$ cat src/rtl/pid_chn_scheduler.sv
// Round-robin front end for the shared multi-channel 3p3z PID controller.
// Buffers one sample per channel and limits how many channels are in flight at once.
module pid_chn_scheduler #(
   parameter int DATA_WIDTH      = 16,
   parameter int NUM_CHN         = 4,
   parameter int MAX_OUTSTANDING = 2,
   localparam int CHN_WIDTH      = (NUM_CHN > 1) ? $clog2(NUM_CHN) : 1
) (
   input  logic                          clk,
   input  logic                          rstn,
   input  logic [NUM_CHN-1:0]            enable_i,
   input  logic [NUM_CHN-1:0]            smp_valid_i,
   input  logic [NUM_CHN*DATA_WIDTH-1:0] smp_fdb_i,
   input  logic [NUM_CHN*DATA_WIDTH-1:0] smp_ref_i,
   input  logic                          tready_i,
   output logic                          data_valid_o,
   output logic [CHN_WIDTH-1:0]          data_chn_o,
   output logic [DATA_WIDTH-1:0]         data_fdb_o,
   output logic [DATA_WIDTH-1:0]         data_ref_o,
   input  logic                          u_valid_i,
   input  logic [CHN_WIDTH-1:0]          u_chn_i,
   input  logic [NUM_CHN-1:0]            overrun_clr_i,
   output logic [NUM_CHN-1:0]            pending_o,
   output logic [NUM_CHN-1:0]            inflight_o,
   output logic [NUM_CHN-1:0]            overrun_o,
   output logic                          busy_o
);

   logic [DATA_WIDTH-1:0] fdb_buf [NUM_CHN];
   logic [DATA_WIDTH-1:0] ref_buf [NUM_CHN];
   logic [CHN_WIDTH-1:0]  rr_ptr;
   logic [NUM_CHN-1:0]    eligible;
   logic [NUM_CHN-1:0]    capture;
   logic [NUM_CHN-1:0]    grant_oh;
   logic [NUM_CHN-1:0]    done_oh;
   logic                  grant_vld;
   logic [CHN_WIDTH-1:0]  grant_chn;
   logic [CHN_WIDTH-1:0]  cand;
   int                    inflight_cnt;
   int                    idx;

   assign eligible = pending_o & enable_i & ~inflight_o;
   assign capture  = smp_valid_i & enable_i;
   assign busy_o   = |{pending_o, inflight_o};

   // Descending scan so the closest eligible channel after the pointer is the last one written.
   always_comb begin
      inflight_cnt = 0;
      grant_vld    = 1'b0;
      grant_chn    = '0;
      idx          = 0;
      cand         = '0;
      for (int k = 0; k < NUM_CHN; k++) begin
         if (inflight_o[k]) inflight_cnt++;
      end
      if (tready_i && (inflight_cnt < MAX_OUTSTANDING)) begin
         for (int i = NUM_CHN; i >= 1; i--) begin
            idx  = (int'(rr_ptr) + i) % NUM_CHN;
            cand = CHN_WIDTH'(idx);
            if (eligible[cand]) begin
               grant_vld = 1'b1;
               grant_chn = cand;
            end
         end
      end
   end

   // Out-of-range result channels never match any k, so they fall out naturally.
   always_comb begin
      grant_oh = '0;
      done_oh  = '0;
      for (int k = 0; k < NUM_CHN; k++) begin
         if (grant_vld && (grant_chn == CHN_WIDTH'(k))) grant_oh[k] = 1'b1;
         if (u_valid_i && (u_chn_i == CHN_WIDTH'(k)))   done_oh[k]  = 1'b1;
      end
   end

   always_ff @(posedge clk or negedge rstn) begin
      if (!rstn) begin
         for (int k = 0; k < NUM_CHN; k++) begin
            fdb_buf[k] <= '0;
            ref_buf[k] <= '0;
         end
         pending_o    <= '0;
         inflight_o   <= '0;
         overrun_o    <= '0;
         rr_ptr       <= CHN_WIDTH'(NUM_CHN - 1);
         data_valid_o <= 1'b0;
         data_chn_o   <= '0;
         data_fdb_o   <= '0;
         data_ref_o   <= '0;
      end else begin
         for (int k = 0; k < NUM_CHN; k++) begin
            if (capture[k]) begin
               fdb_buf[k] <= smp_fdb_i[k*DATA_WIDTH +: DATA_WIDTH];
               ref_buf[k] <= smp_ref_i[k*DATA_WIDTH +: DATA_WIDTH];
            end
            // A capture coinciding with a grant keeps the channel pending with the fresh sample.
            if (!enable_i[k])     pending_o[k] <= 1'b0;
            else if (capture[k])  pending_o[k] <= 1'b1;
            else if (grant_oh[k]) pending_o[k] <= 1'b0;

            if (grant_oh[k])     inflight_o[k] <= 1'b1;
            else if (done_oh[k]) inflight_o[k] <= 1'b0;

            if (capture[k] && pending_o[k] && !grant_oh[k]) overrun_o[k] <= 1'b1;
            else if (overrun_clr_i[k])                      overrun_o[k] <= 1'b0;
         end
         data_valid_o <= grant_vld;
         if (grant_vld) begin
            data_chn_o <= grant_chn;
            data_fdb_o <= fdb_buf[grant_chn];
            data_ref_o <= ref_buf[grant_chn];
            rr_ptr     <= grant_chn;
         end
      end
   end

endmodule

$ cat config.mk
export PLATFORM = sky130hd
export DESIGN_NAME = pid_chn_scheduler
export DESIGN_NICKNAME = d
export VERILOG_FILES = /design/src/rtl/pid_chn_scheduler.sv
export SDC_FILE = /design/constraint.sdc
export NUM_CORES = 1
export LEC_CHECK = 0
export ABC_AREA = 1
export ABC_CLOCK_PERIOD_IN_PS = 2550
export CAP_MARGIN = 15
export CORE_MARGIN = 2
export CORE_UTILIZATION = 51
export DETAILED_ROUTE_END_ITERATION = 16
export GPL_TIMING_DRIVEN = 1
export PLACE_DENSITY = 0.81
export SLEW_MARGIN = 20
export SYNTH_ARGS = -nofsm -noshare
export SYNTH_HDL_FRONTEND = slang
export SYNTH_SLANG_ARGS = --single-unit
$ cat constraint.sdc
create_clock -name clk -period 2.55 [get_ports clk]
set_clock_uncertainty 0.05 [all_clocks]
set_input_delay 0.51 -clock clk [delete_from_list [all_inputs] [get_ports clk]]
set_output_delay 0.51 -clock clk [all_outputs]
set_load 0.005 [all_outputs]
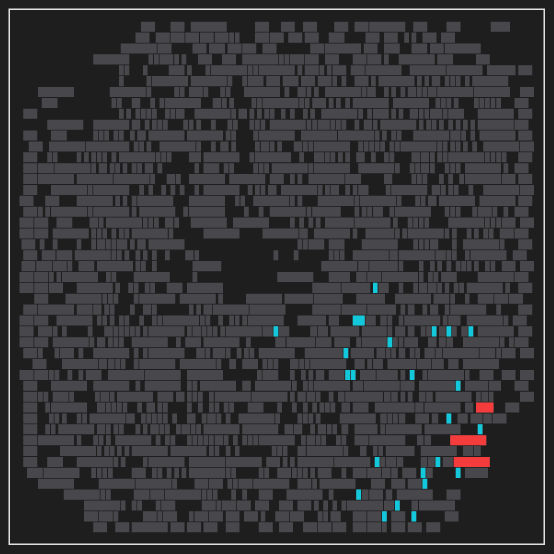
**Above:** gate families picked out.
(4 px per µm)
legend:
  adder and majority cells:
    colour: red
    cells: 3
  inverters:
    colour: cyan
    cells: 23
logic share of the area: 0.3125
Post-Layout Cell Count: 1493

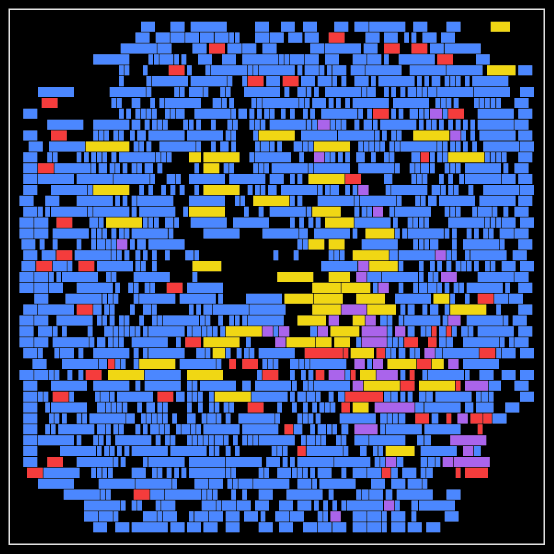
**Above:** cell sizes after repair.
(4 px per µm)
legend:
  drive 6 and up:
    colour: yellow
    cells: 56
    share: 4.4%
  drive 3 to 4:
    colour: purple
    cells: 41
    share: 3.2%
  drive 1 or less:
    colour: blue
    cells: 1116
    share: 88%
  drive 2:
    colour: red
    cells: 60
    share: 4.7%
Area Growth Syn to Fin: 37.32%
final instance area: 11730 µm²
Setup WS post-layout: 13.33 ps

==> flow_summary.toml <==
# synthesis and place-and-route metrics
[finish]
fill_cells = 1303
diodes = 0
nets = 1409
layout.cells.most_common = "nand2_1"
final_cell_mix = "nand2_1, clkdlybuf4s50_1, dfrtp_1"
drive_gt1_frac = 0.1233
utilization = 0.7121

[final_timing]
fin_crit_sh = 0.9948
drv_slew = 0
max_freq_mhz = 394.2
final_hold_viol_count = 6
worst_pin_slew_ps = 540.1
slew_headroom = 0.6396
hold_ws_ps = -4.767
tns_ps = 0
finalWorstPathRequiredPeriod_ps = 2537
rsz0062_at_grt = "yes"
setup_viol = 0

[cts]
clkTransAtPathRegs_ps = 70
cts.sinks = 177
tritoncts = "done"
cts-htree-levels = 4
cts-root-buf = "clkbuf_16"
clock_path_buffers = 2
clkLatencyLatePin_ps = 430
cts-buffers-inserted = 17

[global_route]
top_usage_layer = "met2"
grtUsageMet2 = 0.4828
grt_max_degree = 65
gr-total-overflow = 0
grt_use_met1 = 0.3838
use_met3 = 0.04680
grt_usage = 0.2854
grt_pass1_wl_um = 40320
grt_antenna_before_repair = 0
first_global_vias = 8118

[place]
gp_congestion = 0.8826
io_buffers = 193
place_ws_ps = -67.01
dp.cells = 1449
hpwl_um = 16490

[drt]
route.met2.wl_um = 12440
firstDrtPassIters = 5
maxUsedRoutingLayer = "met4"
antenna_left = 0
wl_met1_um = 10550
wirelength_um = 25350
num_vias = 8058
drc_errors = 0
vias_per_cell = 5.397
wl_met3_um = 1814
wl_per_cell_um = 16.98
drt_iter0_drc = 742

[pwr]
pg_comb_mw = 7.34
top_power_group = "combinational cells"
p_leak_nw = 5.986
total_power_mw = 13.77
p_per_area_nw_per_um2 = 1174
p_sw_frac = 0.4181
combPwrFrac = 0.533
power_frac_seq = 0.279
clock_power_share = 0.187
ir_drop_uv = 908.1
p_seq_mw = 3.84
switchingPower_mw = 5.756
intPower_mw = 8.012
pg_clk_mw = 2.58

[worst_setup_path]
crit_chain = "inv_2, ha_4, xor2_2, ha_1, nand2_1, xnor2_1, nand3_1, a21oi_4, nand3_4, buf_12, clkbuf_16, nand2_1, nand2_1, nand2_1, nand2_1, nand2_1, nand2_1"
worstReg2RegStart = "inflight_o[1]$_DFFE_PN0P_"
r2r_cells = 17
cp_slowest_stage_delay_ps = 360
critical_path.top_delay_family = "simple AND/OR/NAND/NOR gates"
worst-path-buf-inv = 3
crit_fanout = 10
critPathSlowestCell = "dfrtp_1"
endpoint_kind = "flop"
crit_end = "data_fdb_o[8]$_DFFE_PN0P_"
worstPathRequired_ps = 2830
start_kind = "flop"
cp-startpoint = "inflight_o[1]$_DFFE_PN0P_"
r2r_end = "data_fdb_o[8]$_DFFE_PN0P_"
r2r_slack_ps = 10
cp.depth = 17
crit_top_cell = "nand2_1"
timing_worst_setup_path_type = "reg -> reg"
worstPathArrival_ps = 2820

[synth]
synth-xor-area-share = 0.005275
adder_share = 0.004396
ys.flops = 177
ys_sh_mux = 0.04220
ys_warn_count = 0
ys_seq_frac = 0.5191
synth_cells = 1056
yosys_area_um2 = 8538
netlist_area_um2 = 8538
synthTopLogicFamily = "simple AND/OR/NAND/NOR gates"
synthDistinctLibCells = 31
ys_cells = 1056
synth_nets = 1205
postSynthAreaPerCell_um2 = 8.085
yosys.area_share.aoi = 0.01290
ys_sh_simple = 0.3554

[die]
chipArea_um2 = 17790
die_h_um = 133.4
floorplan.core_util = 0.5185
rows = 47
coreArea_um2 = 16470
die_x_um = 133.4
io_pins = 194

[status]
status = "complete, but fails checks"
violations = "negative hold slack"

[worst_hold_path]
hold_class = "in -> async"

[flow_run]
warnings = 28
maxCapViolCount = 0
[final cells by class]
class / instances / area (µm²) / area share
sequential: 177 / 4432 / 0.3780
multi-input combinational: 794 / 3664 / 0.3125
timing repair buffer: 247 / 2684 / 0.2289
clock buffer: 17 / 425.4 / 0.03628
tap: 220 / 275.3 / 0.02348
clock inverter: 15 / 153.9 / 0.01313
inverter: 23 / 91.34 / 0.007790
[sequential cells by signal, indices dropped and copies added (netlist names)]
name,cells
pending_o,4
fdb_buf,64
data_fdb_o,16
overrun_o,4
rr_ptr,2
data_chn_o,2
ref_buf,64
data_valid_o,1
data_ref_o,16
inflight_o,4
[Yosys cell counts]
master,number,area (µm²)
a21oi_4,1,16.27
o21ai_1,4,20.02
nand2_1,643,2414
buf_6,16,180.2
o21ai_2,1,8.760
buf_4,19,142.6
xnor2_4,1,27.53
nand4_1,65,406.6
nor4_1,1,6.260
nand3_2,1,10.01
o21ai_0,8,40.04
nor2_2,1,6.260
ha_1,3,37.54
nand3_4,3,52.55
buf_2,5,25.02
nand3_1,19,95.09
inv_1,15,56.30
nand2_2,2,12.51
buf_1,3,11.26
nor3_1,4,20.02
xnor2_1,1,8.760
a21bo_2,1,10.01
inv_4,1,6.260
inv_2,7,26.28
o21a_4,1,15.01
dfrtp_1,175,4379
clkbuf_1,19,71.32
xor2_1,1,8.760
mux2_2,32,360.4
nand2_4,1,11.26
dfstp_2,2,52.55
[per-stage QoR]
stage                     hold WS (ps)  area, µm²
after floorplan                  164.4       8538
after global placement           408.4      10830
after detailed placement         413.9      10830
after CTS                        9.979      11490
after global routing             15.09      11730
final                           -4.767      11730
[what timing repair did]
action,CTS,global route
cloned,0,5
setup buffers,5,3
endpoints found under the setup margin,36,43
gates resized,10,22
hold buffers,0,0
endpoints found under the hold margin,0,0
pin swaps,2,2
